===== src/rtl/simple_hella_cache_if_pkg.sv =====
// Shared cache definitions: memory command/type encodings and request record layout.
// Also provides a helper that sizes the packed request record.
package simple_hella_cache_if_pkg;

    localparam int CMD_W  = 5;
    localparam int TYP_W  = 3;
    localparam int PHYS_W = 1;

    localparam int DEF_ADDR_W = 32;
    localparam int DEF_DATA_W = 32;
    localparam int DEF_TAG_W  = 9;

    localparam int REPLAY_DEPTH = 2;

    localparam logic [CMD_W-1:0] M_XRD = 5'h00;
    localparam logic [CMD_W-1:0] M_XWR = 5'h01;
    localparam logic [TYP_W-1:0] MT_W  = 3'h2;

    // Packed request record, MSB first: {addr, tag, cmd, typ, phys, data}
    function automatic int req_rec_w(input int addr_w, input int tag_w, input int data_w);
        return addr_w + tag_w + CMD_W + TYP_W + PHYS_W + data_w;
    endfunction

endpackage


===== src/rtl/simple_hella_cache_if_if.sv =====
// Client and cache-side handshake bundle of the simple hella cache adapter.
// The slave modport is the adapter's view and the master modport is the environment's view.
interface simple_hella_cache_if_if
    import simple_hella_cache_if_pkg::*;
#(
    parameter int ADDR_W = DEF_ADDR_W,
    parameter int DATA_W = DEF_DATA_W,
    parameter int TAG_W  = DEF_TAG_W
);
    logic              io_client_req_ready;
    logic              io_client_req_valid;
    logic [ADDR_W-1:0] io_client_req_bits_addr;
    logic [TAG_W-1:0]  io_client_req_bits_tag;
    logic [CMD_W-1:0]  io_client_req_bits_cmd;
    logic [TYP_W-1:0]  io_client_req_bits_typ;
    logic              io_client_req_bits_phys;
    logic [DATA_W-1:0] io_client_req_bits_data;

    logic              io_client_resp_valid;
    logic [TAG_W-1:0]  io_client_resp_bits_tag;
    logic [DATA_W-1:0] io_client_resp_bits_data;
    logic              io_client_resp_bits_has_data;
    logic              io_client_busy;

    logic              io_cache_req_ready;
    logic              io_cache_req_valid;
    logic [ADDR_W-1:0] io_cache_req_bits_addr;
    logic [TAG_W-1:0]  io_cache_req_bits_tag;
    logic [CMD_W-1:0]  io_cache_req_bits_cmd;
    logic [TYP_W-1:0]  io_cache_req_bits_typ;
    logic              io_cache_req_bits_phys;
    logic              io_cache_s1_kill;
    logic [DATA_W-1:0] io_cache_s1_data;
    logic              io_cache_s2_nack;
    logic              io_cache_resp_valid;
    logic [TAG_W-1:0]  io_cache_resp_bits_tag;
    logic [DATA_W-1:0] io_cache_resp_bits_data;
    logic              io_cache_resp_bits_has_data;
    logic              io_cache_resp_bits_replay;

    modport slave (
        output io_client_req_ready,
        input  io_client_req_valid, io_client_req_bits_addr, io_client_req_bits_tag,
               io_client_req_bits_cmd, io_client_req_bits_typ, io_client_req_bits_phys,
               io_client_req_bits_data,
        output io_client_resp_valid, io_client_resp_bits_tag, io_client_resp_bits_data,
               io_client_resp_bits_has_data, io_client_busy,
        input  io_cache_req_ready,
        output io_cache_req_valid, io_cache_req_bits_addr, io_cache_req_bits_tag,
               io_cache_req_bits_cmd, io_cache_req_bits_typ, io_cache_req_bits_phys,
               io_cache_s1_kill, io_cache_s1_data,
        input  io_cache_s2_nack, io_cache_resp_valid, io_cache_resp_bits_tag,
               io_cache_resp_bits_data, io_cache_resp_bits_has_data, io_cache_resp_bits_replay
    );

    modport master (
        input  io_client_req_ready,
        output io_client_req_valid, io_client_req_bits_addr, io_client_req_bits_tag,
               io_client_req_bits_cmd, io_client_req_bits_typ, io_client_req_bits_phys,
               io_client_req_bits_data,
        input  io_client_resp_valid, io_client_resp_bits_tag, io_client_resp_bits_data,
               io_client_resp_bits_has_data, io_client_busy,
        output io_cache_req_ready,
        input  io_cache_req_valid, io_cache_req_bits_addr, io_cache_req_bits_tag,
               io_cache_req_bits_cmd, io_cache_req_bits_typ, io_cache_req_bits_phys,
               io_cache_s1_kill, io_cache_s1_data,
        output io_cache_s2_nack, io_cache_resp_valid, io_cache_resp_bits_tag,
               io_cache_resp_bits_data, io_cache_resp_bits_has_data, io_cache_resp_bits_replay
    );

endinterface


===== src/rtl/simple_hella_cache_if_chk.sv =====
// Property checker for the adapter's replay buffer and kill signalling.
module simple_hella_cache_if_chk (
    input logic       clk,
    input logic       reset,
    input logic [1:0] count,
    input logic       s1_kill,
    input logic       s1_valid
);
    // The replay buffer must never be asked to hold more than two entries.
    always_ff @(posedge clk) begin
        if (!reset) begin
            assert (count != 2'd3);
            assert (!s1_kill || s1_valid);
        end
    end
endmodule


===== src/rtl/simple_hella_cache_if_replay_queue.sv =====
// Two-entry replay ring buffer with two ordered push ports and one pop port.
// New entries always land behind whatever survives this cycle's pop, push0 before push1.
module hella_replay_queue
    import simple_hella_cache_if_pkg::*;
#(
    parameter int W = 8
) (
    input  logic         clk,
    input  logic         reset,
    input  logic         push0_valid,
    input  logic [W-1:0] push0_data,
    input  logic         push1_valid,
    input  logic [W-1:0] push1_data,
    input  logic         pop,
    output logic         head_valid,
    output logic [W-1:0] head_data,
    output logic [1:0]   count
);
    logic [W-1:0] mem_r [REPLAY_DEPTH];
    logic         head_ptr_r;
    logic [1:0]   count_r;
    logic         tail_s;
    logic         pop_s;
    logic [2:0]   count_next_s;

    // Tail slot is unaffected by a pop, so pushes can index it directly.
    always_comb begin
        pop_s        = pop & (count_r != 2'd0);
        tail_s       = head_ptr_r ^ count_r[0];
        count_next_s = {1'b0, count_r} - {2'b00, pop_s}
                     + {2'b00, push0_valid} + {2'b00, push1_valid};
    end

    // Pointer and occupancy registers.
    always_ff @(posedge clk) begin
        if (reset) begin
            head_ptr_r <= 1'b0;
            count_r    <= 2'd0;
        end else begin
            head_ptr_r <= head_ptr_r ^ pop_s;
            count_r    <= count_next_s[1:0];
        end
    end

    // Entry storage; contents are meaningless while the slot is unoccupied.
    always_ff @(posedge clk) begin
        if (push0_valid) begin
            mem_r[tail_s] <= push0_data;
        end
        if (push1_valid) begin
            mem_r[tail_s ^ push0_valid] <= push1_data;
        end
    end

    assign head_valid = (count_r != 2'd0);
    assign head_data  = mem_r[head_ptr_r];
    assign count      = count_r;

endmodule


===== src/rtl/simple_hella_cache_if.sv =====
// Adapter between a simple blocking client and a nacking hella cache port.
// Tracks the s1/s2 pipeline and replays nacked requests in program order.
module simple_hella_cache_if
    import simple_hella_cache_if_pkg::*;
#(
    parameter int ADDR_W = DEF_ADDR_W,
    parameter int DATA_W = DEF_DATA_W,
    parameter int TAG_W  = DEF_TAG_W
) (
    input logic clk,
    input logic reset,
    simple_hella_cache_if_if.slave bus
);
    localparam int REC_W    = req_rec_w(ADDR_W, TAG_W, DATA_W);
    localparam int PHYS_LSB = DATA_W;
    localparam int TYP_LSB  = PHYS_LSB + PHYS_W;
    localparam int CMD_LSB  = TYP_LSB + TYP_W;
    localparam int TAG_LSB  = CMD_LSB + CMD_W;
    localparam int ADDR_LSB = TAG_LSB + TAG_W;

    logic [REC_W-1:0] client_rec_s;
    logic [REC_W-1:0] head_rec_s;
    logic [REC_W-1:0] issue_rec_s;
    logic [REC_W-1:0] s1_rec_r;
    logic [REC_W-1:0] s2_rec_r;
    logic             s1_valid_r;
    logic             s2_valid_r;
    logic             head_valid_s;
    logic [1:0]       count_s;
    logic             nack_s;
    logic             kill_s;
    logic             req_valid_s;
    logic             fire_s;

    assign client_rec_s = {bus.io_client_req_bits_addr, bus.io_client_req_bits_tag,
                           bus.io_client_req_bits_cmd,  bus.io_client_req_bits_typ,
                           bus.io_client_req_bits_phys, bus.io_client_req_bits_data};

    // Issue selection. A client request is withheld in a nack cycle because the
    // client is not accepted then; letting it reach the cache would duplicate it.
    always_comb begin
        nack_s = s2_valid_r & bus.io_cache_s2_nack;
        kill_s = nack_s & s1_valid_r;
        if (head_valid_s) begin
            issue_rec_s = head_rec_s;
            req_valid_s = 1'b1;
        end else begin
            issue_rec_s = client_rec_s;
            req_valid_s = bus.io_client_req_valid & ~nack_s;
        end
        fire_s = req_valid_s & bus.io_cache_req_ready;
    end

    // Pipeline valid bits.
    always_ff @(posedge clk) begin
        if (reset) begin
            s1_valid_r <= 1'b0;
            s2_valid_r <= 1'b0;
        end else begin
            s1_valid_r <= fire_s;
            s2_valid_r <= s1_valid_r & ~kill_s;
        end
    end

    // Pipeline payload; only the valid bits need reset.
    always_ff @(posedge clk) begin
        if (fire_s) begin
            s1_rec_r <= issue_rec_s;
        end
        s2_rec_r <= s1_rec_r;
    end

    hella_replay_queue #(.W(REC_W)) u_replay (
        .clk         (clk),
        .reset       (reset),
        .push0_valid (nack_s),
        .push0_data  (s2_rec_r),
        .push1_valid (kill_s),
        .push1_data  (s1_rec_r),
        .pop         (fire_s & head_valid_s),
        .head_valid  (head_valid_s),
        .head_data   (head_rec_s),
        .count       (count_s)
    );

    simple_hella_cache_if_chk u_chk (
        .clk      (clk),
        .reset    (reset),
        .count    (count_s),
        .s1_kill  (kill_s),
        .s1_valid (s1_valid_r)
    );

    assign bus.io_cache_req_valid     = req_valid_s;
    assign bus.io_cache_req_bits_addr = issue_rec_s[ADDR_LSB +: ADDR_W];
    assign bus.io_cache_req_bits_tag  = issue_rec_s[TAG_LSB +: TAG_W];
    assign bus.io_cache_req_bits_cmd  = issue_rec_s[CMD_LSB +: CMD_W];
    assign bus.io_cache_req_bits_typ  = issue_rec_s[TYP_LSB +: TYP_W];
    assign bus.io_cache_req_bits_phys = issue_rec_s[PHYS_LSB];
    assign bus.io_cache_s1_kill       = kill_s;
    assign bus.io_cache_s1_data       = s1_rec_r[DATA_W-1:0];

    assign bus.io_client_req_ready = bus.io_cache_req_ready & ~head_valid_s & ~nack_s;
    assign bus.io_client_busy      = s1_valid_r | s2_valid_r | (count_s != 2'd0);

    assign bus.io_client_resp_valid         = bus.io_cache_resp_valid & ~bus.io_cache_resp_bits_replay;
    assign bus.io_client_resp_bits_tag      = bus.io_cache_resp_bits_tag;
    assign bus.io_client_resp_bits_data     = bus.io_cache_resp_bits_data;
    assign bus.io_client_resp_bits_has_data = bus.io_cache_resp_bits_has_data;

endmodule


===== src/flat_wrapper.sv =====
// flat-port wrapper written by rule: the top's interface ports become plain ports
module simple_hella_cache_if_flat import simple_hella_cache_if_pkg::*;
#(
    parameter int ADDR_W = DEF_ADDR_W,
    parameter int DATA_W = DEF_DATA_W,
    parameter int TAG_W  = DEF_TAG_W
)
  (clk, reset, bus_io_client_req_ready, bus_io_client_req_valid, bus_io_client_req_bits_addr, bus_io_client_req_bits_tag, bus_io_client_req_bits_cmd, bus_io_client_req_bits_typ, bus_io_client_req_bits_phys, bus_io_client_req_bits_data, bus_io_client_resp_valid, bus_io_client_resp_bits_tag, bus_io_client_resp_bits_data, bus_io_client_resp_bits_has_data, bus_io_client_busy, bus_io_cache_req_ready, bus_io_cache_req_valid, bus_io_cache_req_bits_addr, bus_io_cache_req_bits_tag, bus_io_cache_req_bits_cmd, bus_io_cache_req_bits_typ, bus_io_cache_req_bits_phys, bus_io_cache_s1_kill, bus_io_cache_s1_data, bus_io_cache_s2_nack, bus_io_cache_resp_valid, bus_io_cache_resp_bits_tag, bus_io_cache_resp_bits_data, bus_io_cache_resp_bits_has_data, bus_io_cache_resp_bits_replay);
  simple_hella_cache_if_if #(.ADDR_W(ADDR_W), .DATA_W(DATA_W), .TAG_W(TAG_W)) bus_i ();
  input logic clk;
  input logic reset;
  output wire logic [$bits(bus_i.io_client_req_ready)-1:0] bus_io_client_req_ready;
  input wire logic [$bits(bus_i.io_client_req_valid)-1:0] bus_io_client_req_valid;
  input wire logic [$bits(bus_i.io_client_req_bits_addr)-1:0] bus_io_client_req_bits_addr;
  input wire logic [$bits(bus_i.io_client_req_bits_tag)-1:0] bus_io_client_req_bits_tag;
  input wire logic [$bits(bus_i.io_client_req_bits_cmd)-1:0] bus_io_client_req_bits_cmd;
  input wire logic [$bits(bus_i.io_client_req_bits_typ)-1:0] bus_io_client_req_bits_typ;
  input wire logic [$bits(bus_i.io_client_req_bits_phys)-1:0] bus_io_client_req_bits_phys;
  input wire logic [$bits(bus_i.io_client_req_bits_data)-1:0] bus_io_client_req_bits_data;
  output wire logic [$bits(bus_i.io_client_resp_valid)-1:0] bus_io_client_resp_valid;
  output wire logic [$bits(bus_i.io_client_resp_bits_tag)-1:0] bus_io_client_resp_bits_tag;
  output wire logic [$bits(bus_i.io_client_resp_bits_data)-1:0] bus_io_client_resp_bits_data;
  output wire logic [$bits(bus_i.io_client_resp_bits_has_data)-1:0] bus_io_client_resp_bits_has_data;
  output wire logic [$bits(bus_i.io_client_busy)-1:0] bus_io_client_busy;
  input wire logic [$bits(bus_i.io_cache_req_ready)-1:0] bus_io_cache_req_ready;
  output wire logic [$bits(bus_i.io_cache_req_valid)-1:0] bus_io_cache_req_valid;
  output wire logic [$bits(bus_i.io_cache_req_bits_addr)-1:0] bus_io_cache_req_bits_addr;
  output wire logic [$bits(bus_i.io_cache_req_bits_tag)-1:0] bus_io_cache_req_bits_tag;
  output wire logic [$bits(bus_i.io_cache_req_bits_cmd)-1:0] bus_io_cache_req_bits_cmd;
  output wire logic [$bits(bus_i.io_cache_req_bits_typ)-1:0] bus_io_cache_req_bits_typ;
  output wire logic [$bits(bus_i.io_cache_req_bits_phys)-1:0] bus_io_cache_req_bits_phys;
  output wire logic [$bits(bus_i.io_cache_s1_kill)-1:0] bus_io_cache_s1_kill;
  output wire logic [$bits(bus_i.io_cache_s1_data)-1:0] bus_io_cache_s1_data;
  input wire logic [$bits(bus_i.io_cache_s2_nack)-1:0] bus_io_cache_s2_nack;
  input wire logic [$bits(bus_i.io_cache_resp_valid)-1:0] bus_io_cache_resp_valid;
  input wire logic [$bits(bus_i.io_cache_resp_bits_tag)-1:0] bus_io_cache_resp_bits_tag;
  input wire logic [$bits(bus_i.io_cache_resp_bits_data)-1:0] bus_io_cache_resp_bits_data;
  input wire logic [$bits(bus_i.io_cache_resp_bits_has_data)-1:0] bus_io_cache_resp_bits_has_data;
  input wire logic [$bits(bus_i.io_cache_resp_bits_replay)-1:0] bus_io_cache_resp_bits_replay;
  assign bus_io_client_req_ready = bus_i.io_client_req_ready;
  assign bus_i.io_client_req_valid = bus_io_client_req_valid;
  assign bus_i.io_client_req_bits_addr = bus_io_client_req_bits_addr;
  assign bus_i.io_client_req_bits_tag = bus_io_client_req_bits_tag;
  assign bus_i.io_client_req_bits_cmd = bus_io_client_req_bits_cmd;
  assign bus_i.io_client_req_bits_typ = bus_io_client_req_bits_typ;
  assign bus_i.io_client_req_bits_phys = bus_io_client_req_bits_phys;
  assign bus_i.io_client_req_bits_data = bus_io_client_req_bits_data;
  assign bus_io_client_resp_valid = bus_i.io_client_resp_valid;
  assign bus_io_client_resp_bits_tag = bus_i.io_client_resp_bits_tag;
  assign bus_io_client_resp_bits_data = bus_i.io_client_resp_bits_data;
  assign bus_io_client_resp_bits_has_data = bus_i.io_client_resp_bits_has_data;
  assign bus_io_client_busy = bus_i.io_client_busy;
  assign bus_i.io_cache_req_ready = bus_io_cache_req_ready;
  assign bus_io_cache_req_valid = bus_i.io_cache_req_valid;
  assign bus_io_cache_req_bits_addr = bus_i.io_cache_req_bits_addr;
  assign bus_io_cache_req_bits_tag = bus_i.io_cache_req_bits_tag;
  assign bus_io_cache_req_bits_cmd = bus_i.io_cache_req_bits_cmd;
  assign bus_io_cache_req_bits_typ = bus_i.io_cache_req_bits_typ;
  assign bus_io_cache_req_bits_phys = bus_i.io_cache_req_bits_phys;
  assign bus_io_cache_s1_kill = bus_i.io_cache_s1_kill;
  assign bus_io_cache_s1_data = bus_i.io_cache_s1_data;
  assign bus_i.io_cache_s2_nack = bus_io_cache_s2_nack;
  assign bus_i.io_cache_resp_valid = bus_io_cache_resp_valid;
  assign bus_i.io_cache_resp_bits_tag = bus_io_cache_resp_bits_tag;
  assign bus_i.io_cache_resp_bits_data = bus_io_cache_resp_bits_data;
  assign bus_i.io_cache_resp_bits_has_data = bus_io_cache_resp_bits_has_data;
  assign bus_i.io_cache_resp_bits_replay = bus_io_cache_resp_bits_replay;
  simple_hella_cache_if #(.ADDR_W(ADDR_W), .DATA_W(DATA_W), .TAG_W(TAG_W)) u_core (.clk(clk), .reset(reset), .bus(bus_i));
endmodule

===== config.mk =====
export PLATFORM = sky130hd
export DESIGN_NAME = simple_hella_cache_if_flat
export DESIGN_NICKNAME = d
export VERILOG_FILES = /design/src/rtl/simple_hella_cache_if_pkg.sv /design/src/rtl/simple_hella_cache_if_if.sv /design/src/rtl/simple_hella_cache_if_chk.sv /design/src/rtl/simple_hella_cache_if_replay_queue.sv /design/src/rtl/simple_hella_cache_if.sv /design/src/flat_wrapper.sv
export SDC_FILE = /design/constraint.sdc
export NUM_CORES = 1
export LEC_CHECK = 0
export ABC_AREA = 1
export CORE_MARGIN = 2
export CORE_UTILIZATION = 25
export CTS_CLUSTER_DIAMETER = 40
export DETAILED_ROUTE_END_ITERATION = 8
export SYNTH_ARGS = -nofsm -noshare
export SYNTH_HDL_FRONTEND = slang
export SYNTH_HIERARCHICAL = 1
export SYNTH_SLANG_ARGS = --single-unit
export TNS_END_PERCENT = 1

===== constraint.sdc =====
create_clock -name clk -period 3.59 [get_ports clk]
set_input_delay 0.718 -clock clk [delete_from_list [all_inputs] [get_ports clk]]
set_output_delay 0.718 -clock clk [all_outputs]
set_load 0.01 [all_outputs]

==> flow.log, run 1 <==
[report] extracting results
[metrics] largest reg by FF count: u_core/u_replay/mem_r
[metrics] Storage cell area: roughly 0.0091 mm2
[metrics] Final ANT Viol Nets: 0
[metrics] number of instances in the placed design: 2,084
[metrics] largest cell class by area: registers
[metrics] vias in the first global route: just over 9,000
[metrics] Worst-Margin Slew: 0.742 ns
[metrics] net switching fraction of the power: between 20 and 25%
[metrics] internal power contribution: about 8400 uW
[metrics] met2 wirelength from detailed routing: 15,000 um
[metrics] TNS Setup: 0 ns
[metrics] final clock skew: slightly above 0.02 ns
[metrics] Avg WL per Cell: 14.2 um
[metrics] post-cts repair resize count: 1
[metrics] inverter count: a little under 100
[metrics] combinational logic power: between 500 and 600 uW
[metrics] number of gates on the worst path with buffers counted: 5
[metrics] most used logic cell in the final layout: nand2_1
[metrics] mux share of post-synthesis cell area: 6.32%
[metrics] Total Wirelength: ~31,000 um
[metrics] number of DRC violations after detailed routing: 0
[metrics] Register-to-Register Path Depth: 8
[metrics] #FFs+latches synth: about 330
[metrics] R2R Path Start: u_core/u_replay/head_ptr_r
[metrics] Peak Freq: 301 MHz
[metrics] status: finished clean
[metrics] Top FF cell, synth: edfxtp_1
[metrics] average via count per standard cell: about 4.1
[metrics] count of warnings emitted by yosys: 6
[metrics] ratio of final minimum period to clock period: between 90% and 100%
[metrics] detailed-placement wirelength estimate: just under 20,000 um
[metrics] starting density of the core: approximately 25%
[metrics] adder-cell area share of the yosys netlist: less than 1%
[metrics] leading cell types by count after synthesis: 425 x nand2_1, 246 x edfxtp_1, 131 x buf_4
[metrics] part of the power in the clock network: a little over half
[metrics] top power consumer group: the clock network
[metrics] CP most frequent cell: nand2_1
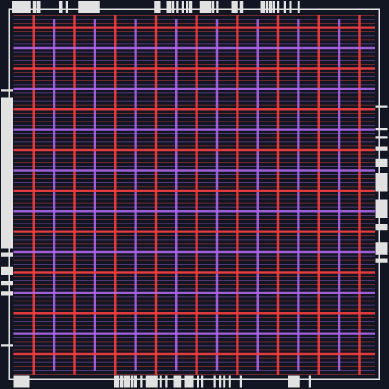
run_1/power_grid.png
(1.5 px per um) Pins as bars on the die edge.
- VSS: red
- VDD: purple
- rows: 88
- met1 rails: 89

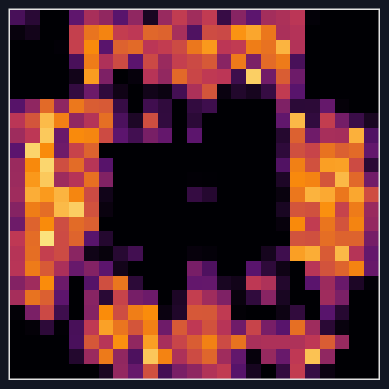
run_1/cell_density.png
(1.5 px per um) The die is cut into 25 by 25 equal tiles; black is low, pale yellow is high, 0 to 100% covered.
- nearly empty tiles: 35%
- mean over tiles: 29%
- fullest tile: 94%
- tiles over 75% full: 5.9%

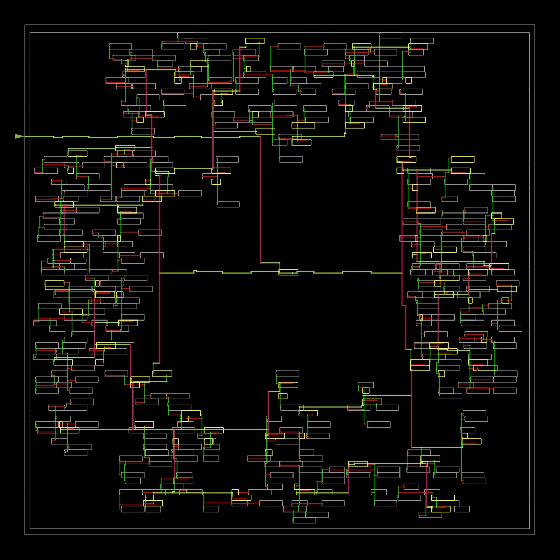
run_1/clocks.png
clock latency on the worst-skew pair: 0.59 ns
total number of sequential cells: 333
clock network power: 5950 uW
clk_buf instances: 67
Clock Sink Count: 333

run_1/layer_met2.png
(1.5 px per um)
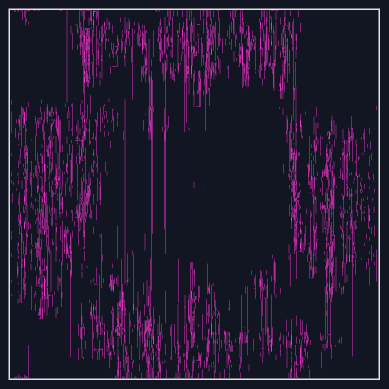

--- run 2 (diff from run 1) ---
--- a/config.mk
+++ b/config.mk
@@ -6,10 +6,13 @@
 export NUM_CORES = 1
 export LEC_CHECK = 0
 export ABC_AREA = 1
+export CAP_MARGIN = 0
 export CORE_MARGIN = 2
-export CORE_UTILIZATION = 25
+export CORE_UTILIZATION = 43
 export CTS_CLUSTER_DIAMETER = 40
 export DETAILED_ROUTE_END_ITERATION = 8
+export GPL_TIMING_DRIVEN = 0
+export PLACE_DENSITY = 0.7
 export SYNTH_ARGS = -nofsm -noshare
 export SYNTH_HDL_FRONTEND = slang
 export SYNTH_HIERARCHICAL = 1
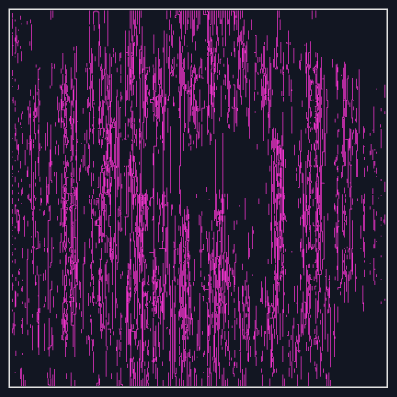
run_2/layer_met2.png
(2 px per um)
- main direction: vertical
- nets with wire on the layer: 1,443
- wire length on this layer: 15,800 um

==> run 2 against run 1 <==
Effect of this change: global-route usage is 7.6 points higher; non-clock buffer count grew 212; clock skew shrank 0.0029 ns; highest routed layer unchanged; synthesized area unchanged; synthesized cell count stayed put; die area is 41% lower.
==> flow.log, run 2 <==
[report] extracting results
[metrics] Peak Freq: 293 MHz (was 301 MHz)
[metrics] Top FF cell, synth: edfxtp_1 (unchanged)
[metrics] TNS Setup: 0 ns (unchanged)
[metrics] net switching fraction of the power: 21.4% (was 22.4%)
[metrics] number of DRC markers after the initial detailed-route iteration: 577 (was 411)
[metrics] leading cell types by count after synthesis: 425 x nand2_1, 246 x edfxtp_1, 131 x buf_4 (unchanged)
[metrics] largest cell class by area: registers (unchanged)
[metrics] status: finished clean (unchanged)
[metrics] final clock skew: 0.0173 ns (was 0.0202 ns)
[metrics] clock latency on the worst-skew pair: 0.53 ns (was 0.59 ns)
[metrics] largest reg by FF count: u_core/u_replay/mem_r (unchanged)
[metrics] Worst-Margin Slew: 0.628 ns (was 0.742 ns)
[metrics] detailed-placement wirelength estimate: 20,900 um (was 19,200 um)
[metrics] number of instances in the placed design: 1,979 (was 2,084)
[metrics] post-cts repair resize count: 0 (was 1)
[metrics] number of gates on the worst path with buffers counted: 7 (was 5)
[metrics] Avg WL per Cell: 15.4 um (was 14.2 um)
[metrics] Comb area share: 19.8% (was 20.5%)
[metrics] Storage cell area: 0.00913 mm2 (about the same)
[metrics] count of warnings emitted by yosys: 6 (unchanged)
[metrics] inverter count: 99 (unchanged)
[metrics] most used logic cell in the final layout: nand2_1 (unchanged)
[metrics] Register-to-Register Path Depth: 9 (was 8)
[metrics] number of DRC violations after detailed routing: 0 (unchanged)
[metrics] top power consumer group: the clock network (unchanged)
[metrics] internal power contribution: 7670 uW (was 8430 uW)
[metrics] average via count per standard cell: 4.70 (was 4.07)
[metrics] clk_buf instances: 54 (was 67)
[metrics] starting density of the core: 43.7% (was 25.3%)
[metrics] Total Wirelength: 31,900 um (was 31,300 um)
[metrics] Clock Sink Count: 333 (unchanged)
[metrics] #FFs+latches synth: 333 (unchanged)
[metrics] ratio of final minimum period to clock period: 95.0% (was 92.6%)
[metrics] met2 wirelength from detailed routing: 15,800 um (was 15,000 um)
[metrics] total number of sequential cells: 333 (unchanged)
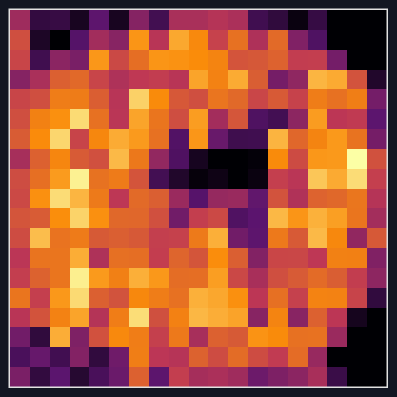
run_2/cell_density.png
(2 px per um) The die is cut into 19 by 19 equal tiles; black is low, pale yellow is high, 0 to 100% covered.
- tiles over 75% full: 18%
- fullest tile: 100%
- mean over tiles: 52%
- nearly empty tiles: 6.1%

run_2/flops_by_reg.png
(2 px per um)
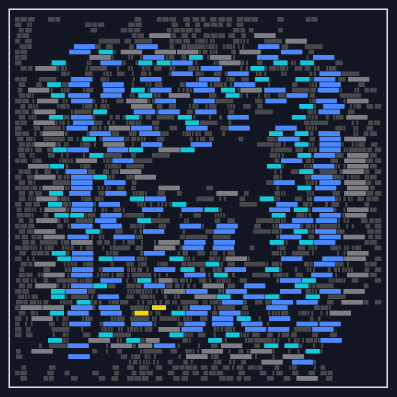

--- run 3 (diff from run 2) ---
--- a/config.mk
+++ b/config.mk
@@ -17,4 +17,3 @@
 export SYNTH_HDL_FRONTEND = slang
 export SYNTH_HIERARCHICAL = 1
 export SYNTH_SLANG_ARGS = --single-unit
-export TNS_END_PERCENT = 1
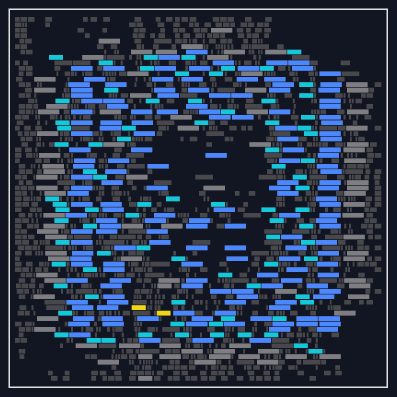
run_3/flops_by_reg.png
(2 px per um)
- u_core/u_replay/count: yellow (placed flops 2)
- u_core/s2_rec_r: cyan (placed flops 82; where widely spread)
- u_core/u_replay/mem_r: blue (placed flops 164; where widely spread)
- not colored: 85

==> run 3 against run 2 <==
Effect of this change: sequential share of layout area up 0.33 points; register-to-register slack lost 0.04 ns; first-iteration DRC count is 6.4% lower; hold slack better by 0.0015 ns; global-route usage fell by 0.24 points; via count down 0.38%; count of clock-buffer cells in the layout up 3; synthesized area is the same; die area stayed put; flip-flop count did not move; cell count is 0.29% lower; largest cell class unchanged; highest routed layer unchanged.
==> flow.log, run 3 <==
[report] extracting results
[metrics] maximum single-stage delay on the critical path: 0.48 ns (was 0.46 ns)
[metrics] Top delay family on crit path: buffers and inverters (unchanged)
[metrics] relative slew slack: 58.8% (was 58.1%)
[metrics] starting density of the core: 43.7% (unchanged)
[metrics] Final ANT Viol Nets: 0 (unchanged)
[metrics] Storage cell area: 0.00913 mm2 (unchanged)
[metrics] final estimated routing congestion in global placement: 0.737 (was 0.742)
[metrics] Total Wirelength: 32,100 um (was 31,900 um)
[metrics] largest cell class by area: registers (unchanged)
[metrics] largest reg by FF count: u_core/u_replay/mem_r (unchanged)
[metrics] vias in the first global route: 9,943 (was 10,000)
[metrics] final clock skew: 0.0236 ns (was 0.0173 ns)
[metrics] worst-case hold path end point: u_core/s2_rec_r[67] (was u_core/s2_rec_r[65])
[metrics] number of buffers other than clock buffers in the final layout: 406 (unchanged)
[metrics] #FFs+latches synth: 333 (unchanged)
[metrics] most used logic cell in the final layout: nand2_1 (unchanged)
[metrics] net switching fraction of the power: 21.6% (was 21.4%)
[metrics] number of gates on the worst path with buffers counted: 7 (unchanged)
[metrics] commonest non-fill, non-tap cells in the layout: 423 x nand2_1, 246 x edfxtp_1, 217 x clkdlybuf4s50_1 (unchanged)
[metrics] internal power contribution: 7400 uW (was 7670 uW)
[metrics] TNS Setup: 0 ns (unchanged)
[metrics] detailed-placement wirelength estimate: 20,800 um (was 20,900 um)
[metrics] Critical Path Start Type: register (unchanged)
[metrics] Register-to-Register Path Depth: 9 (unchanged)
[metrics] synthesized area per cell: 11.1 um2 (unchanged)
[metrics] status: finished clean (unchanged)
[metrics] total count of hold-check failures in the final report: 0 (unchanged)
[metrics] average via count per standard cell: 4.70 (about the same)
[metrics] Worst Setup SP: u_core/u_replay/head_ptr_r (unchanged)
[metrics] Avg WL per Cell: 15.6 um (was 15.4 um)
[metrics] met1 track demand over resource in global routing: 22.4% (was 22.7%)
[metrics] layout cells sized above 1: 25.5% (was 25.7%)
[metrics] clock input transition at the sequential cells of the worst setup and hold paths: 0.06 ns (about the same)
[metrics] R2R Path Start: u_core/u_replay/head_ptr_r (unchanged)
[metrics] number of DRC markers after the initial detailed-route iteration: 540 (was 577)
[metrics] clock network power: 4350 uW (was 4670 uW)
[metrics] total number of sequential cells: 333 (unchanged)
[metrics] adder-cell area share of the yosys netlist: 0.394% (unchanged)
[metrics] CTS tree: yes (unchanged)
[metrics] Peak Freq: 293 MHz (about the same)
[metrics] post-cts repair resize count: 0 (unchanged)
[metrics] Yosys Instances: 1,311 (unchanged)
[metrics] CTS Root Cell: clkbuf_16 (unchanged)
[metrics] cells along the critical path: buf_2 > buf_4 > mux2_2 > nand2_1 > nand2_1 > buf_4 > clkdlybuf4s50_1 (was clkbuf_4 > buf_4 > mux2_2 > nand2_1 > nand2_1 > buf_4 > clkdlybuf4s50_1)
[metrics] number of instances in the placed design: 1,979 (unchanged)
[metrics] share of flip-flops with an asynchronous set or reset: 0% (unchanged)
[metrics] setup repair after global routing missed its margin: false (unchanged)
[metrics] combinational logic power: 761 uW (was 759 uW)
[metrics] Clock Sink Count: 333 (unchanged)
[metrics] inverter count: 99 (unchanged)
[metrics] share of the core filled with cells in the final layout: 56.6% (was 57.0%)
[metrics] part of the power in the clock network: 46.1% (was 47.8%)
[metrics] # nets final: 1,713 (was 1,715)
[metrics] endpoint kind of the worst setup timing path: primary output (unchanged)
[metrics] post-synthesis sequential area ratio: 62.5% (unchanged)
[metrics] Crit Path Class: reg -> out (unchanged)
[metrics] Worst-Margin Slew: 0.618 ns (was 0.628 ns)
[metrics] Comb area share: 19.9% (was 19.8%)
[metrics] top power consumer group: the clock network (unchanged)
[metrics] count of warnings emitted by yosys: 6 (unchanged)
[metrics] leading cell types by count after synthesis: 425 x nand2_1, 246 x edfxtp_1, 131 x buf_4 (unchanged)
[metrics] mux share of post-synthesis cell area: 6.32% (unchanged)
[metrics] Top FF cell, synth: edfxtp_1 (unchanged)
[metrics] I/O pin count: 260 (unchanged)
[metrics] number of DRC violations after detailed routing: 0 (unchanged)
[metrics] number of antenna violations at the first check in global routing: 0 (was 1)
[metrics] top post-synthesis cells by area: edfxtp_1 51%, dfxtp_1 12%, nand2_1 11% (unchanged)
[metrics] ratio of final minimum period to clock period: 95.1% (was 95.0%)
[metrics] met2 wirelength from detailed routing: 16,000 um (was 15,800 um)
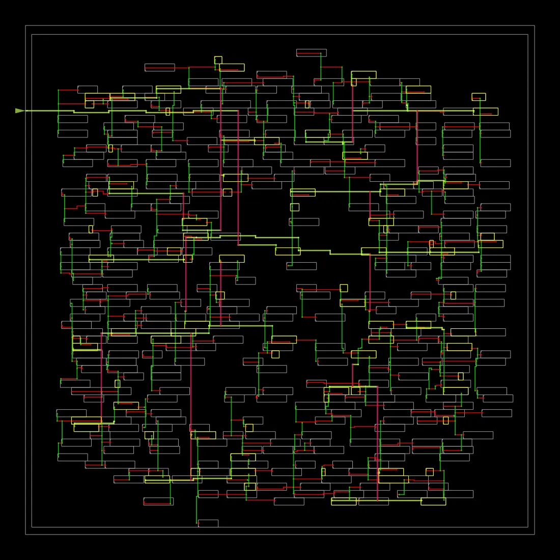
run_3/clocks.png
clock latency on the worst-skew pair: 0.53 ns
clk_buf instances: 57

Power figures rest on the tool's default switching activity, not on a simulated workload.
